**config.mk**
```make
export PLATFORM = sky130hd
export DESIGN_NAME = axil_pwm_slave
export DESIGN_NICKNAME = d
export VERILOG_FILES = /design/src/rtl/axil_pwm_slave_pkg.sv /design/src/rtl/axil_pwm_slave_pwm_core.sv /design/src/rtl/axil_pwm_slave.sv
export SDC_FILE = /design/constraint.sdc
export NUM_CORES = 1
export LEC_CHECK = 0
export CORE_AREA = 5 5 117 119
export CTS_CLUSTER_SIZE = 24
export DETAILED_ROUTE_END_ITERATION = 12
export DIE_AREA = 0 0 122 124
export GPL_TIMING_DRIVEN = 0
export PLACE_DENSITY_LB_ADDON = 0.1
export SYNTH_ARGS = -nofsm -noshare
export SYNTH_HDL_FRONTEND = slang
export SYNTH_SLANG_ARGS = --single-unit
```
**constraint.sdc**
```tcl
create_clock -name clk -period 4 [get_ports clk]
set_input_delay 0.8 -clock clk [delete_from_list [all_inputs] [get_ports clk]]
set_output_delay 0.8 -clock clk [all_outputs]
set_load 0.01 [all_outputs]
```
**src/rtl/axil_pwm_slave_pkg.sv**
```systemverilog
// Shared constants for the AXI-Lite PWM slave.
// Contents: register byte offsets and CTRL bit positions.
package axil_pwm_slave_pkg;

  // Register byte offsets (word aligned, bits [1:0] are don't-care on the bus)
  localparam logic [3:0] AddrCtrl     = 4'h0;
  localparam logic [3:0] AddrPeriod   = 4'h4;
  localparam logic [3:0] AddrDuty     = 4'h8;
  localparam logic [3:0] AddrPrescale = 4'hC;

  // CTRL register bit positions
  localparam int unsigned CtrlEnIdx  = 0;
  localparam int unsigned CtrlPolIdx = 1;

endpackage

```
**src/rtl/axil_pwm_slave_pwm_core.sv**
```systemverilog
// PWM engine: prescaler, period counter, double-buffered PERIOD/DUTY shadows and
// registered output.
// Ports:
//   clk, rst          clock, synchronous active-high reset
//   i_en, i_pol       enable and output polarity
//   i_period, i_duty  pending PERIOD/DUTY (loaded at wrap, or continuously while disabled)
//   i_prescale        prescaler terminal count, used directly
//   o_pwm             registered PWM output
//   o_period_tick     one-cycle pulse after each enabled period wrap
module axil_pwm_slave_pwm_core #(
  parameter int unsigned CNT_W = 16,
  parameter int unsigned PRE_W = 16
) (
  input  logic             clk,
  input  logic             rst,
  input  logic             i_en,
  input  logic             i_pol,
  input  logic [CNT_W-1:0] i_period,
  input  logic [CNT_W-1:0] i_duty,
  input  logic [PRE_W-1:0] i_prescale,
  output logic             o_pwm,
  output logic             o_period_tick
);

  logic [PRE_W-1:0] r_pre_cnt;
  logic [CNT_W-1:0] r_cnt;
  logic [CNT_W-1:0] r_period_act;
  logic [CNT_W-1:0] r_duty_act;
  logic             r_pwm;
  logic             r_tick;

  logic             w_pre_tick;
  logic             w_wrap;
  logic [PRE_W-1:0] w_pre_nxt;
  logic [CNT_W-1:0] w_cnt_nxt;
  logic [CNT_W-1:0] w_period_nxt;
  logic [CNT_W-1:0] w_duty_nxt;

  always_comb begin
    // >= so that lowering PRESCALE below the running count still wraps promptly
    w_pre_tick   = (r_pre_cnt >= i_prescale);
    w_wrap       = w_pre_tick && (r_cnt == r_period_act);
    w_pre_nxt    = w_pre_tick ? '0 : r_pre_cnt + 1'b1;
    w_cnt_nxt    = r_cnt;
    if (w_pre_tick) begin
      w_cnt_nxt = w_wrap ? '0 : r_cnt + 1'b1;
    end
    w_period_nxt = w_wrap ? i_period : r_period_act;
    w_duty_nxt   = w_wrap ? i_duty : r_duty_act;
  end

  always_ff @(posedge clk) begin
    if (rst) begin
      r_pre_cnt    <= '0;
      r_cnt        <= '0;
      r_period_act <= '0;
      r_duty_act   <= '0;
      r_pwm        <= 1'b0;
      r_tick       <= 1'b0;
    end else if (!i_en) begin
      r_pre_cnt    <= '0;
      r_cnt        <= '0;
      r_period_act <= i_period;
      r_duty_act   <= i_duty;
      r_pwm        <= i_pol;
      r_tick       <= 1'b0;
    end else begin
      r_pre_cnt    <= w_pre_nxt;
      r_cnt        <= w_cnt_nxt;
      r_period_act <= w_period_nxt;
      r_duty_act   <= w_duty_nxt;
      // Output is computed from next-state values so it changes on the same edge as cnt
      r_pwm        <= (w_cnt_nxt < w_duty_nxt) ^ i_pol;
      r_tick       <= w_wrap;
    end
  end

  assign o_pwm         = r_pwm;
  assign o_period_tick = r_tick;

endmodule

```
**src/rtl/axil_pwm_slave.sv**
```systemverilog
// Write-only AXI-Lite slave with four PWM control registers.
// Ports:
//   clk, rst                               clock, synchronous active-high reset
//   axil_awaddr/awvalid/awready            write address channel (4-bit byte address)
//   axil_wdata/wvalid/wready               write data channel (full-word writes)
//   axil_bvalid/bready                     write response channel (always OKAY)
//   pwm_out                                registered PWM output
//   period_tick                            one-cycle pulse at each enabled period wrap
module axil_pwm_slave
  import axil_pwm_slave_pkg::*;
#(
  parameter int unsigned CNT_W = 16,
  parameter int unsigned PRE_W = 16
) (
  input  logic        clk,
  input  logic        rst,
  input  logic [3:0]  axil_awaddr,
  input  logic        axil_awvalid,
  output logic        axil_awready,
  input  logic [31:0] axil_wdata,
  input  logic        axil_wvalid,
  output logic        axil_wready,
  output logic        axil_bvalid,
  input  logic        axil_bready,
  output logic        pwm_out,
  output logic        period_tick
);

  logic             r_aw_held;
  logic             r_w_held;
  logic             r_bvalid;
  logic [3:0]       r_awaddr;
  logic [31:0]      r_wdata;
  logic [1:0]       r_ctrl;
  logic [CNT_W-1:0] r_period;
  logic [CNT_W-1:0] r_duty;
  logic [PRE_W-1:0] r_prescale;

  logic             w_aw_hs;
  logic             w_w_hs;
  logic             w_commit;
  logic [3:0]       w_addr;
  logic [3:0]       w_reg_off;
  logic [31:0]      w_data;
  logic             w_unused;

  assign axil_awready = !r_aw_held && !r_bvalid;
  assign axil_wready  = !r_w_held && !r_bvalid;
  assign axil_bvalid  = r_bvalid;

  always_comb begin
    w_aw_hs   = axil_awvalid && axil_awready;
    w_w_hs    = axil_wvalid && axil_wready;
    // Use the held beat if present, otherwise the one handshaking this cycle
    w_addr    = r_aw_held ? r_awaddr : axil_awaddr;
    w_data    = r_w_held ? r_wdata : axil_wdata;
    w_reg_off = {w_addr[3:2], 2'b00};
    w_commit  = (r_aw_held || w_aw_hs) && (r_w_held || w_w_hs);
  end

  // Byte-lane address bits and data above each register's width are dropped on purpose
  assign w_unused = ^{w_data, w_addr[1:0]};

  always_ff @(posedge clk) begin
    if (rst) begin
      r_aw_held <= 1'b0;
      r_w_held  <= 1'b0;
      r_bvalid  <= 1'b0;
      r_awaddr  <= '0;
      r_wdata   <= '0;
    end else begin
      if (w_aw_hs) r_awaddr <= axil_awaddr;
      if (w_w_hs)  r_wdata  <= axil_wdata;
      if (w_commit) begin
        r_aw_held <= 1'b0;
        r_w_held  <= 1'b0;
        r_bvalid  <= 1'b1;
      end else begin
        if (w_aw_hs) r_aw_held <= 1'b1;
        if (w_w_hs)  r_w_held  <= 1'b1;
        if (r_bvalid && axil_bready) r_bvalid <= 1'b0;
      end
    end
  end

  always_ff @(posedge clk) begin
    if (rst) begin
      r_ctrl     <= '0;
      r_period   <= '0;
      r_duty     <= '0;
      r_prescale <= '0;
    end else if (w_commit) begin
      unique case (w_reg_off)
        AddrCtrl:     r_ctrl     <= {w_data[CtrlPolIdx], w_data[CtrlEnIdx]};
        AddrPeriod:   r_period   <= w_data[CNT_W-1:0];
        AddrDuty:     r_duty     <= w_data[CNT_W-1:0];
        AddrPrescale: r_prescale <= w_data[PRE_W-1:0];
        default: ;
      endcase
    end
  end

  axil_pwm_slave_pwm_core #(
    .CNT_W(CNT_W),
    .PRE_W(PRE_W)
  ) u_pwm_core (
    .clk          (clk),
    .rst          (rst),
    .i_en         (r_ctrl[0]),
    .i_pol        (r_ctrl[1]),
    .i_period     (r_period),
    .i_duty       (r_duty),
    .i_prescale   (r_prescale),
    .o_pwm        (pwm_out),
    .o_period_tick(period_tick)
  );

endmodule
```
==> ci_impl_report.md, run 1 <==
## PnR job results

| Metric | Value |
|---|---|
| Outcome | `finished clean` |
| Logic share of the area | `45.7%` |
| XORs/XNORs by Area | `approximately 5.9%` |
| HP Start | `r_wdata[11]$_SDFFE_PP0P_` |
| Unique cell types | `51` |
| Drt total wl | `16,500 um` |
| Post-Synthesis Cell Area | `about 0.0064 sq mm` |
| Worst hold slack | `0.453 ns` |
| Routed length on met2 | `8130 um` |
| Die area | `0.0151 sq mm` |
| Post-synth regs | `137` |
| Internal power | `2.85 mW` |
| Clock power frac | `44.1%` |
| Switch Pwr | `1.00 mW` |
| Clock buf/inv share | `a little over 8%` |
| Seq. cell area | `0.00276 sq mm` |
| CTS Root Cell | `clkbuf_16` |
| Routed WL per cell | `17.1 um` |
| Cell taking the most area after synthesis | `dfxtp_1` |
| Count of final setup violators | `0` |
| Hold Path Sink | `r_wdata[11]$_SDFFE_PP0P_` |
| Post-synth ARST share | `0%` |
| Final Power | `3.85 mW` |
| Commonest Layout Cell | `nor2_1` |
| Crit path launch type | `flip-flop` |
| Antenna viol nets, final | `0` |
| Area after DPL | `0.00689 sq mm` |
| Most common logic cells in the final layout | `139 x nor2_1, 125 x dfxtp_1, 65 x mux2i_1` |
| Vias per cell | `5.42` |
| # DRC | `0` |
| Setup ws final | `0.125 ns` |
| Clk pin slew, worst setup/hold paths | `about 0.06 ns` |
| Cell breakdown of the critical path | `inv_1, ha_4, nand4_1, nor3_4, o311ai_4, and3_4, buf_12, nor2_4, buf_8, mux2i_1, ha_1, a21o_1, a21o_1, a21oi_2, o221ai_2, nor4_2, a21o_1, mux2_4` |
| Die Y | `around 120 um` |
| Final Instance Area | `0.00795 sq mm` |
| R2R Path Start | `r_prescale[14]$_SDFFE_PP0P_` |
| CP Capture Point | `u_pwm_core.o_pwm$_SDFF_PP0_` |
| Critical path type | `reg2reg` |
| DP HPWL | `12,000 um` |
| Bufs w/o clock | `between 80 and 90` |
| CTS H-tree lvls | `4` |
| Top sig layer | `met4` |
| Crit Path Max Fanout | `8` |
| Vias | `5,237` |
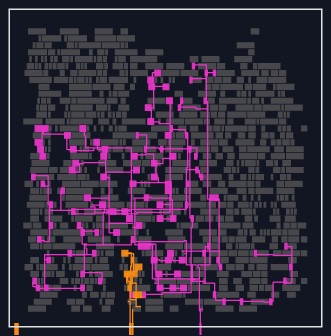
Figure 1: run 1, port wiring.
- rst: magenta (direction input; end cells 107; wire 1,270 um)
- axil_awaddr: orange (direction input; end cells 8; wire 80.8 um)
PortBufs: 26
io pins: 46

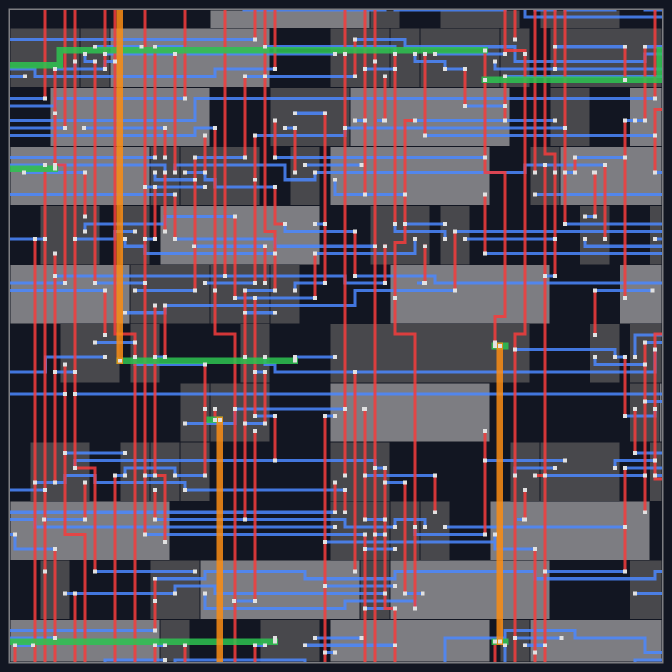
Figure 2: run 1, zoomed window.
Window x 46 to 76, y 47 to 77 um. Cells in grey, sequential cells in the stronger grey; small squares are vias.
- M4: orange
- M3: green
- M2: red
- M1: blue
- cells with their middle in the window: 62
- netlist names of flops here include: r_period (9), u_pwm_core.r_period_act (5), r_duty (2)
- most frequent: nor2_1 (20), dfxtp_1 (17), a211oi_1 (10)
- sequential cells in the window: 17

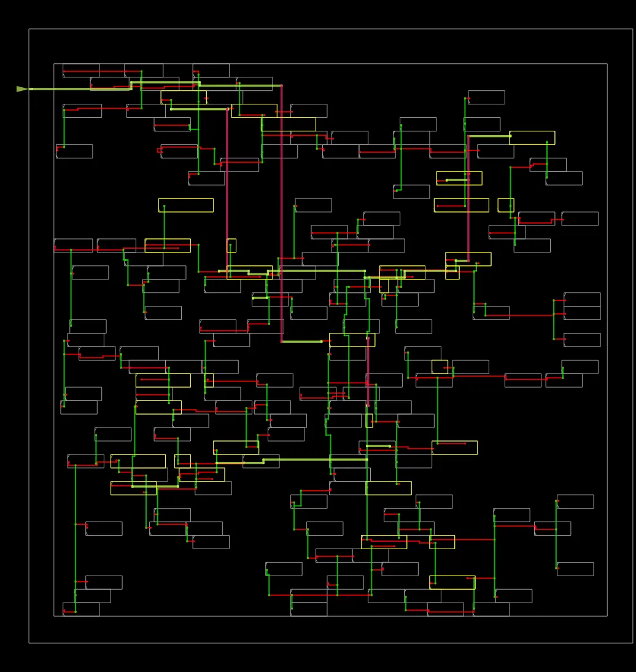
Figure 3: run 1, clock nets.
cts bufs inserted: 17
clk_lat worst skew: 0.42 ns
registers: 137
Clk power: 1.70 mW
Clock Skew: 0.00734 ns

==> inputs of run 2 (changes only) <==
Settings changed: HOLD_SLACK_MARGIN set to 0.02.
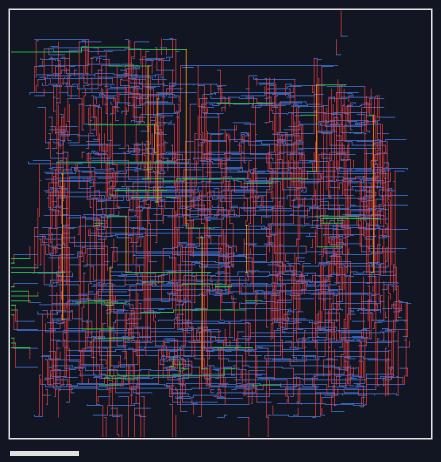
Figure 4: run 2, wiring by layer.
The bar under the picture is 20 um long.
- M4: orange (wire length 335 um)
- M2: red (wire length 8,130 um)
- M1: blue (wire length 7,520 um)
- M3: green (wire length 563 um)

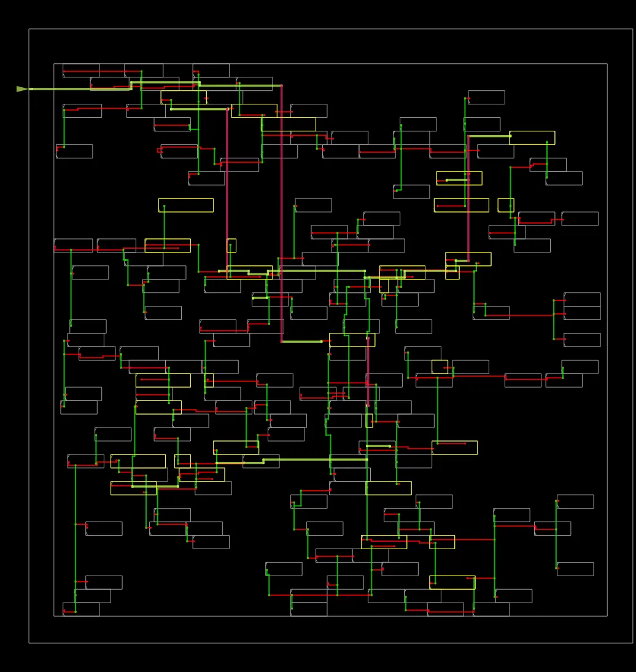
Figure 5: run 2, clock nets.
clock buffers: 19
Clock Sink Count: 137

==> run 2 against run 1 <==
  * Via count is the same
  * Clock-buffer cell count stayed put
  * Power unchanged
==> ci_impl_report.md, run 2 <==
## PnR job results

| Metric | Value |
|---|---|
| Seq. cell area | `0.00276 sq mm (unchanged)` |
| Final Power | `3.85 mW (unchanged)` |
| Area after DPL | `0.00689 sq mm (unchanged)` |
| Crit Path Max Fanout | `8 (unchanged)` |
| Internal power | `2.85 mW (unchanged)` |
| CP Capture Point | `u_pwm_core.o_pwm$_SDFF_PP0_ (unchanged)` |
| Routed WL per cell | `17.1 um (unchanged)` |
| Clock buf/inv share | `8.08% (unchanged)` |
| Hold Path Sink | `r_wdata[11]$_SDFFE_PP0P_ (unchanged)` |
| Setup ws final | `0.125 ns (unchanged)` |
| CTS Root Cell | `clkbuf_16 (unchanged)` |
| Bufs w/o clock | `82 (unchanged)` |
| Antenna viol nets, final | `0 (unchanged)` |
| Die area | `0.0151 sq mm (unchanged)` |
| DP HPWL | `12,000 um (unchanged)` |
| Unique cell types | `51 (unchanged)` |
| Critical path type | `reg2reg (unchanged)` |
| Outcome | `finished clean (unchanged)` |
| Post-synth ARST share | `0% (unchanged)` |
| Post-synth regs | `137 (unchanged)` |
| Die Y | `124 um (unchanged)` |
| Logic share of the area | `45.7% (unchanged)` |
| Final Instance Area | `0.00795 sq mm (unchanged)` |
| Cts bufs inserted | `17 (unchanged)` |
| Clk pin slew, worst setup/hold paths | `0.06 ns (about the same)` |
| Drt total wl | `16,500 um (unchanged)` |
| Most common logic cells in the final layout | `139 x nor2_1, 125 x dfxtp_1, 65 x mux2i_1 (unchanged)` |
| XORs/XNORs by Area | `5.87% (unchanged)` |
| Vias | `5,237 (unchanged)` |
| Registers | `137 (unchanged)` |
| Post-Synthesis Cell Area | `0.00642 sq mm (unchanged)` |
Power figures rest on the tool's default switching activity, not on a simulated workload.
